## config.mk

```make
export PLATFORM = sky130hd
export DESIGN_NAME = cim_acc_scheduler_flat
export DESIGN_NICKNAME = d
export VERILOG_FILES = /design/src/rtl/cim_acc_scheduler_if.sv /design/src/rtl/cim_acc_scheduler.sv /design/src/flat_wrapper.sv
export SDC_FILE = /design/constraint.sdc
export NUM_CORES = 1
export LEC_CHECK = 0
export CAP_MARGIN = 20
export CORE_MARGIN = 2
export CORE_UTILIZATION = 40
export CTS_CLUSTER_DIAMETER = 50
export DETAILED_ROUTE_END_ITERATION = 6
export PLACE_DENSITY_LB_ADDON = 0.05
export SLEW_MARGIN = 15
export SYNTH_ARGS = -nofsm -noshare
export SYNTH_HDL_FRONTEND = slang
export SYNTH_SLANG_ARGS = --single-unit
```

## constraint.sdc

```tcl
create_clock -name clk -period 1.4 [get_ports clk]
set_input_delay 0.28 -clock clk [delete_from_list [all_inputs] [get_ports clk]]
set_output_delay 0.28 -clock clk [all_outputs]
set_load 0.05 [all_outputs]
```

## src/rtl/cim_acc_scheduler_if.sv

```systemverilog
// cim_acc_scheduler_if: PE request handshake plus memory/CIM control bus of the accumulation scheduler
interface cim_acc_scheduler_if #(parameter int ADDR_W = 8);
    logic [1:0]        req_valid_i;
    logic [ADDR_W-1:0] req_addr_i_1;
    logic [ADDR_W-1:0] req_addr_i_2;
    logic [1:0]        req_first_i;
    logic [1:0]        req_ready_o;
    logic              mem_rd_en_o;
    logic              mem_wr_en_o;
    logic [ADDR_W-1:0] mem_addr_o;
    logic              mem_wr_src_o;
    logic              lane_sel_o;
    logic              cim_valid_o;
    modport master (
        output req_valid_i, req_addr_i_1, req_addr_i_2, req_first_i,
        input  req_ready_o, mem_rd_en_o, mem_wr_en_o, mem_addr_o, mem_wr_src_o, lane_sel_o, cim_valid_o
    );
    modport slave (
        input  req_valid_i, req_addr_i_1, req_addr_i_2, req_first_i,
        output req_ready_o, mem_rd_en_o, mem_wr_en_o, mem_addr_o, mem_wr_src_o, lane_sel_o, cim_valid_o
    );
endinterface

```

## src/rtl/cim_acc_scheduler.sv

```systemverilog
// cim_acc_scheduler: read-modify-write sequencer and round-robin arbiter for the shared CIM output memory
// Defining CIM_SCHED_STATS_EN adds saturating per-lane completion counters op_cnt_1_o/op_cnt_2_o.
module cim_acc_scheduler #(
    parameter int ADDR_W  = 8,
    parameter int MEM_LAT = 1,
    parameter int CIM_LAT = 1
) (
    input  logic               clk,
    input  logic               rst_n,
    cim_acc_scheduler_if.slave bus,
    input  logic [1:0]         scan_mode,
    output logic               scan_grant_o,
    output logic               busy_o
`ifdef CIM_SCHED_STATS_EN
    ,
    output logic [15:0]        op_cnt_1_o,
    output logic [15:0]        op_cnt_2_o
`endif
);
    localparam int CNT_W = $clog2((MEM_LAT > CIM_LAT ? MEM_LAT : CIM_LAT) + 1);

    typedef enum logic [2:0] {IDLE, RD, WAIT, ACC, WR, SCAN} state_t;

    state_t            state_q, state_d;
    logic [CNT_W-1:0]  cnt_q, cnt_d;
    logic [ADDR_W-1:0] addr_q, addr_d, mem_addr_q, mem_addr_d;
    logic              first_q, first_d, lane_q, lane_d, last_q, last_d;
    logic              rd_q, rd_d, wr_q, wr_d, src_q, src_d, sel_q, sel_d;
    logic              cimv_q, cimv_d, scan_q, scan_d, busy_q, busy_d;
    logic [1:0]        ready_q, ready_d;
    logic              pick, op;

    // Lane 2 wins when it is alone or when lane 1 had the previous grant.
    assign pick = bus.req_valid_i[1] && (!bus.req_valid_i[0] || !last_q);

    always_comb begin
        state_d = state_q;
        cnt_d   = cnt_q;
        addr_d  = addr_q;
        first_d = first_q;
        lane_d  = lane_q;
        last_d  = last_q;
        case (state_q)
            IDLE: begin
                if (scan_mode != 2'b00) begin
                    state_d = SCAN;
                end else if (|bus.req_valid_i) begin
                    lane_d  = pick;
                    last_d  = pick;
                    addr_d  = pick ? bus.req_addr_i_2 : bus.req_addr_i_1;
                    first_d = bus.req_first_i[pick];
                    state_d = first_d ? WR : RD;
                end
            end
            RD: begin
                state_d = WAIT;
                cnt_d   = CNT_W'(MEM_LAT - 1);
            end
            WAIT: begin
                state_d = (cnt_q == '0) ? ACC : WAIT;
                cnt_d   = (cnt_q == '0) ? CNT_W'(CIM_LAT - 1) : cnt_q - 1'b1;
            end
            ACC: begin
                state_d = (cnt_q == '0) ? WR : ACC;
                cnt_d   = (cnt_q == '0) ? '0 : cnt_q - 1'b1;
            end
            WR:      state_d = IDLE;
            SCAN:    state_d = (scan_mode == 2'b00) ? IDLE : SCAN;
            default: state_d = IDLE;
        endcase
        // Outputs are registered from the next state so they line up with the state they describe.
        op         = state_d inside {RD, WAIT, ACC, WR};
        rd_d       = state_d == RD;
        wr_d       = state_d == WR;
        cimv_d     = state_d == ACC;
        scan_d     = state_d == SCAN;
        busy_d     = state_d != IDLE;
        src_d      = wr_d & first_d;
        sel_d      = op & lane_d;
        mem_addr_d = op ? addr_d : '0;
        ready_d    = wr_d ? (lane_d ? 2'b10 : 2'b01) : 2'b00;
    end

    always_ff @(posedge clk) begin
        if (!rst_n) begin
            state_q    <= IDLE;
            cnt_q      <= '0;
            addr_q     <= '0;
            first_q    <= 1'b0;
            lane_q     <= 1'b0;
            last_q     <= 1'b1;
            rd_q       <= 1'b0;
            wr_q       <= 1'b0;
            src_q      <= 1'b0;
            sel_q      <= 1'b0;
            cimv_q     <= 1'b0;
            scan_q     <= 1'b0;
            busy_q     <= 1'b0;
            mem_addr_q <= '0;
            ready_q    <= 2'b00;
        end else begin
            state_q    <= state_d;
            cnt_q      <= cnt_d;
            addr_q     <= addr_d;
            first_q    <= first_d;
            lane_q     <= lane_d;
            last_q     <= last_d;
            rd_q       <= rd_d;
            wr_q       <= wr_d;
            src_q      <= src_d;
            sel_q      <= sel_d;
            cimv_q     <= cimv_d;
            scan_q     <= scan_d;
            busy_q     <= busy_d;
            mem_addr_q <= mem_addr_d;
            ready_q    <= ready_d;
        end
    end

    assign bus.mem_rd_en_o  = rd_q;
    assign bus.mem_wr_en_o  = wr_q;
    assign bus.mem_wr_src_o = src_q;
    assign bus.lane_sel_o   = sel_q;
    assign bus.cim_valid_o  = cimv_q;
    assign bus.mem_addr_o   = mem_addr_q;
    assign bus.req_ready_o  = ready_q;
    assign scan_grant_o     = scan_q;
    assign busy_o           = busy_q;

`ifdef CIM_SCHED_STATS_EN
    logic [15:0] op_cnt_1_q, op_cnt_1_d, op_cnt_2_q, op_cnt_2_d;

    always_comb begin
        op_cnt_1_d = (ready_q[0] && op_cnt_1_q != 16'hFFFF) ? op_cnt_1_q + 16'd1 : op_cnt_1_q;
        op_cnt_2_d = (ready_q[1] && op_cnt_2_q != 16'hFFFF) ? op_cnt_2_q + 16'd1 : op_cnt_2_q;
    end

    always_ff @(posedge clk) begin
        if (!rst_n) begin
            op_cnt_1_q <= 16'd0;
            op_cnt_2_q <= 16'd0;
        end else begin
            op_cnt_1_q <= op_cnt_1_d;
            op_cnt_2_q <= op_cnt_2_d;
        end
    end

    assign op_cnt_1_o = op_cnt_1_q;
    assign op_cnt_2_o = op_cnt_2_q;
`endif
endmodule
```

## src/flat_wrapper.sv

```systemverilog
// flat-port wrapper written by rule: the top's interface ports become plain ports
module cim_acc_scheduler_flat 
#(
    parameter int ADDR_W  = 8,
    parameter int MEM_LAT = 1,
    parameter int CIM_LAT = 1
)
  (clk, rst_n, scan_mode, scan_grant_o, busy_o, bus_req_valid_i, bus_req_addr_i_1, bus_req_addr_i_2, bus_req_first_i, bus_req_ready_o, bus_mem_rd_en_o, bus_mem_wr_en_o, bus_mem_addr_o, bus_mem_wr_src_o, bus_lane_sel_o, bus_cim_valid_o);
  cim_acc_scheduler_if #(.ADDR_W(ADDR_W)) bus_i ();
  input  logic clk;
  input  logic rst_n;
  input  logic [1:0] scan_mode;
  output logic scan_grant_o;
  output logic busy_o;
  input wire logic [$bits(bus_i.req_valid_i)-1:0] bus_req_valid_i;
  input wire logic [$bits(bus_i.req_addr_i_1)-1:0] bus_req_addr_i_1;
  input wire logic [$bits(bus_i.req_addr_i_2)-1:0] bus_req_addr_i_2;
  input wire logic [$bits(bus_i.req_first_i)-1:0] bus_req_first_i;
  output wire logic [$bits(bus_i.req_ready_o)-1:0] bus_req_ready_o;
  output wire logic [$bits(bus_i.mem_rd_en_o)-1:0] bus_mem_rd_en_o;
  output wire logic [$bits(bus_i.mem_wr_en_o)-1:0] bus_mem_wr_en_o;
  output wire logic [$bits(bus_i.mem_addr_o)-1:0] bus_mem_addr_o;
  output wire logic [$bits(bus_i.mem_wr_src_o)-1:0] bus_mem_wr_src_o;
  output wire logic [$bits(bus_i.lane_sel_o)-1:0] bus_lane_sel_o;
  output wire logic [$bits(bus_i.cim_valid_o)-1:0] bus_cim_valid_o;
  assign bus_i.req_valid_i = bus_req_valid_i;
  assign bus_i.req_addr_i_1 = bus_req_addr_i_1;
  assign bus_i.req_addr_i_2 = bus_req_addr_i_2;
  assign bus_i.req_first_i = bus_req_first_i;
  assign bus_req_ready_o = bus_i.req_ready_o;
  assign bus_mem_rd_en_o = bus_i.mem_rd_en_o;
  assign bus_mem_wr_en_o = bus_i.mem_wr_en_o;
  assign bus_mem_addr_o = bus_i.mem_addr_o;
  assign bus_mem_wr_src_o = bus_i.mem_wr_src_o;
  assign bus_lane_sel_o = bus_i.lane_sel_o;
  assign bus_cim_valid_o = bus_i.cim_valid_o;
  cim_acc_scheduler #(.ADDR_W(ADDR_W), .MEM_LAT(MEM_LAT), .CIM_LAT(CIM_LAT)) u_core (.clk(clk), .rst_n(rst_n), .bus(bus_i), .scan_mode(scan_mode), .scan_grant_o(scan_grant_o), .busy_o(busy_o));
endmodule
```

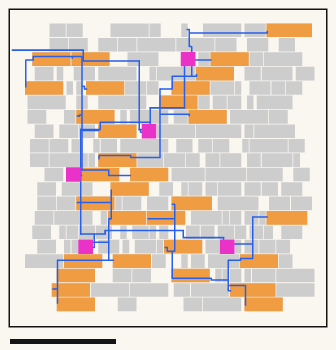
clock_wires.png
Scale bar: 20 um.
legend:
  magenta:
    item: clock-net drivers
    count: 5
  orange:
    item: flip-flops
    count: 31
  blue:
    item: clock wires
    length: 368 um
routed clock nets: 6
clock power share: 0.135
P_clk: 0.457 mW
setup clock skew after layout: 8.68 ps

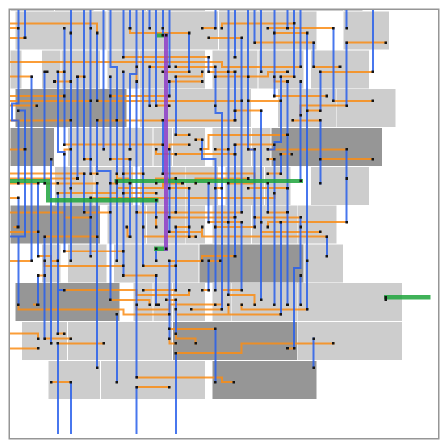
closeup.png
Window x 30 to 60, y 0 to 30 um. Cells in gray, sequential cells in the stronger gray; small squares are vias.
legend:
  purple:
    layer: M4
  blue:
    layer: M2
  orange:
    layer: M1
  green:
    layer: M3
cells with their middle in the window: 54
sequential cells in the window: 7
netlist names of flops here include: u_core.state_q (3)
most frequent: buf_4 (8)

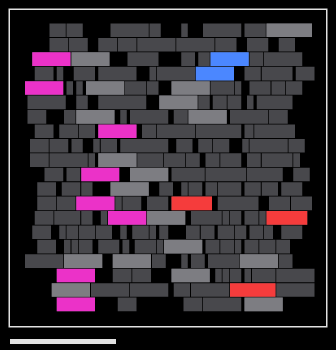
ff_map.png
Scale bar: 20 um.
legend:
  magenta:
    netlist_name: u_core.addr_q
    sequential_cells: 8
  red:
    netlist_name: u_core.state_q
    sequential_cells: 3
  blue:
    netlist_name: u_core.bus.req_ready_o
    sequential_cells: 2

==> summary.txt <==
Physical implementation

The run finished, with violations left. The final reports fail on setup timing. The final tally of max-slew violations is 0. In this run, post-CTS repair resized a total of 36 instances.

Setup repair after global routing could not meet its margin everywhere. The capturing instance or port of the critical path is u_core.bus.mem_addr_o[1]. The global-route wire length before repair is 5.21 mm. Among cell families on the critical path, the largest total delay comes from AND-OR/OR-AND gates. The yosys warning tally is 0. The clock-pin slew on the worst setup and hold paths is 80 ps.

The synthesized cell area is 0.00124 sq mm. The category of the worst setup path capture point is a flip-flop. The cts-stage hold buffer count is 0. The aggregate negative setup slack is -3280 ps.

The vias after detailed routing is 1234. After detailed routing, no signal wire sits above met4. The die span in y is 59.6 um. The internal cell power is 2.12 mW. In this run the standard cell core region covers 0.00300 sq mm. The count of cell instances traversed by the critical path is 5. The buffer-and-inverter tally for the worst setup path is 1. The adder and majority gate portion of the synthesized area is 0. For this run, the post-layout net count is 227. The TritonCTS clock tree is done. The worst hold slack is 505 ps.

The time the worst path needs with I/O delays and setup is 1610 ps. The smallest setup slack after layout is -208 ps. The layout has 179 filler cells. Yosys attributes the largest share of cell area to sky130_fd_sc_hd__dfxtp_1 50%, sky130_fd_sc_hd__nor2_1 8.2%, sky130_fd_sc_hd__mux2i_1 6.5%. The startpoint identified for the worst hold timing path is u_core.addr_q[2]. The via count of the first global-routing pass is 1186. The share of total power dissipated in combinational logic is 0.533.

The overall power is 3.39 mW. The transition at the pin with the smallest max-transition slack is 256 ps. The weighted congestion reported at the end of routability-driven placement is 0.843. Switching power as a fraction of the total was reported as 0.375. Warnings raised by the tools during the run amount to 29. On the critical path the data arrives at 1870 ps. The share of cell area taken by flip-flops and latches is 0.261.

The count of library flops with an enable pin is 0. Endpoints failing hold in the final report were tallied at 0. The worst setup path is of the in -> reg kind.

The number of logic gates is 91. The total iterations of the first detailed-routing run is 4. The number of antenna diodes in the final layout is 0. The final report gives the core utilization as 0.804. The commonest cells after synthesis are 31 x sky130_fd_sc_hd__dfxtp_1, 27 x sky130_fd_sc_hd__nor2_1, 11 x sky130_fd_sc_hd__nand2_1. The initial antenna violation count is 0.

The required time at the worst endpoint is listed as 1670 ps. In the global route stage, met1 resource usage came out at 0.221. In the detailed route, the total length drawn on met2 is 2.11 mm. The met3 wire length is 212 um. In the global route stage, met2 resource usage came out at 0.345.

The count of mapped cells out of synthesis is 131. Per the final report, the share of cell area in non-clock buffers is 0.373. The largest total area in the synthesized netlist belongs to sky130_fd_sc_hd__dfxtp_1. In this design, the stage delay of the slowest critical-path cell is 440 ps.

Summed over all cells, the static leakage comes to 0.981 nW. Checking hold timing, the worst path is listed with class reg -> reg. The remaining max-slew budget at the tightest pin is 0.824. The synthesis report names the predominant flop master as sky130_fd_sc_hd__dfxtp_1. The hold-critical path endpoint is u_core.bus.mem_addr_o[2]. Once layout is done, the placed cells without fillers occupy 0.00241 sq mm. The total of endpoints with negative setup slack in the final report is 27.

The critical path maximum fanout is 5. The area of the die is 0.00355 sq mm. The HPWL after detailed placement is 2.28 mm.
Power and IR drop assume default switching activity.
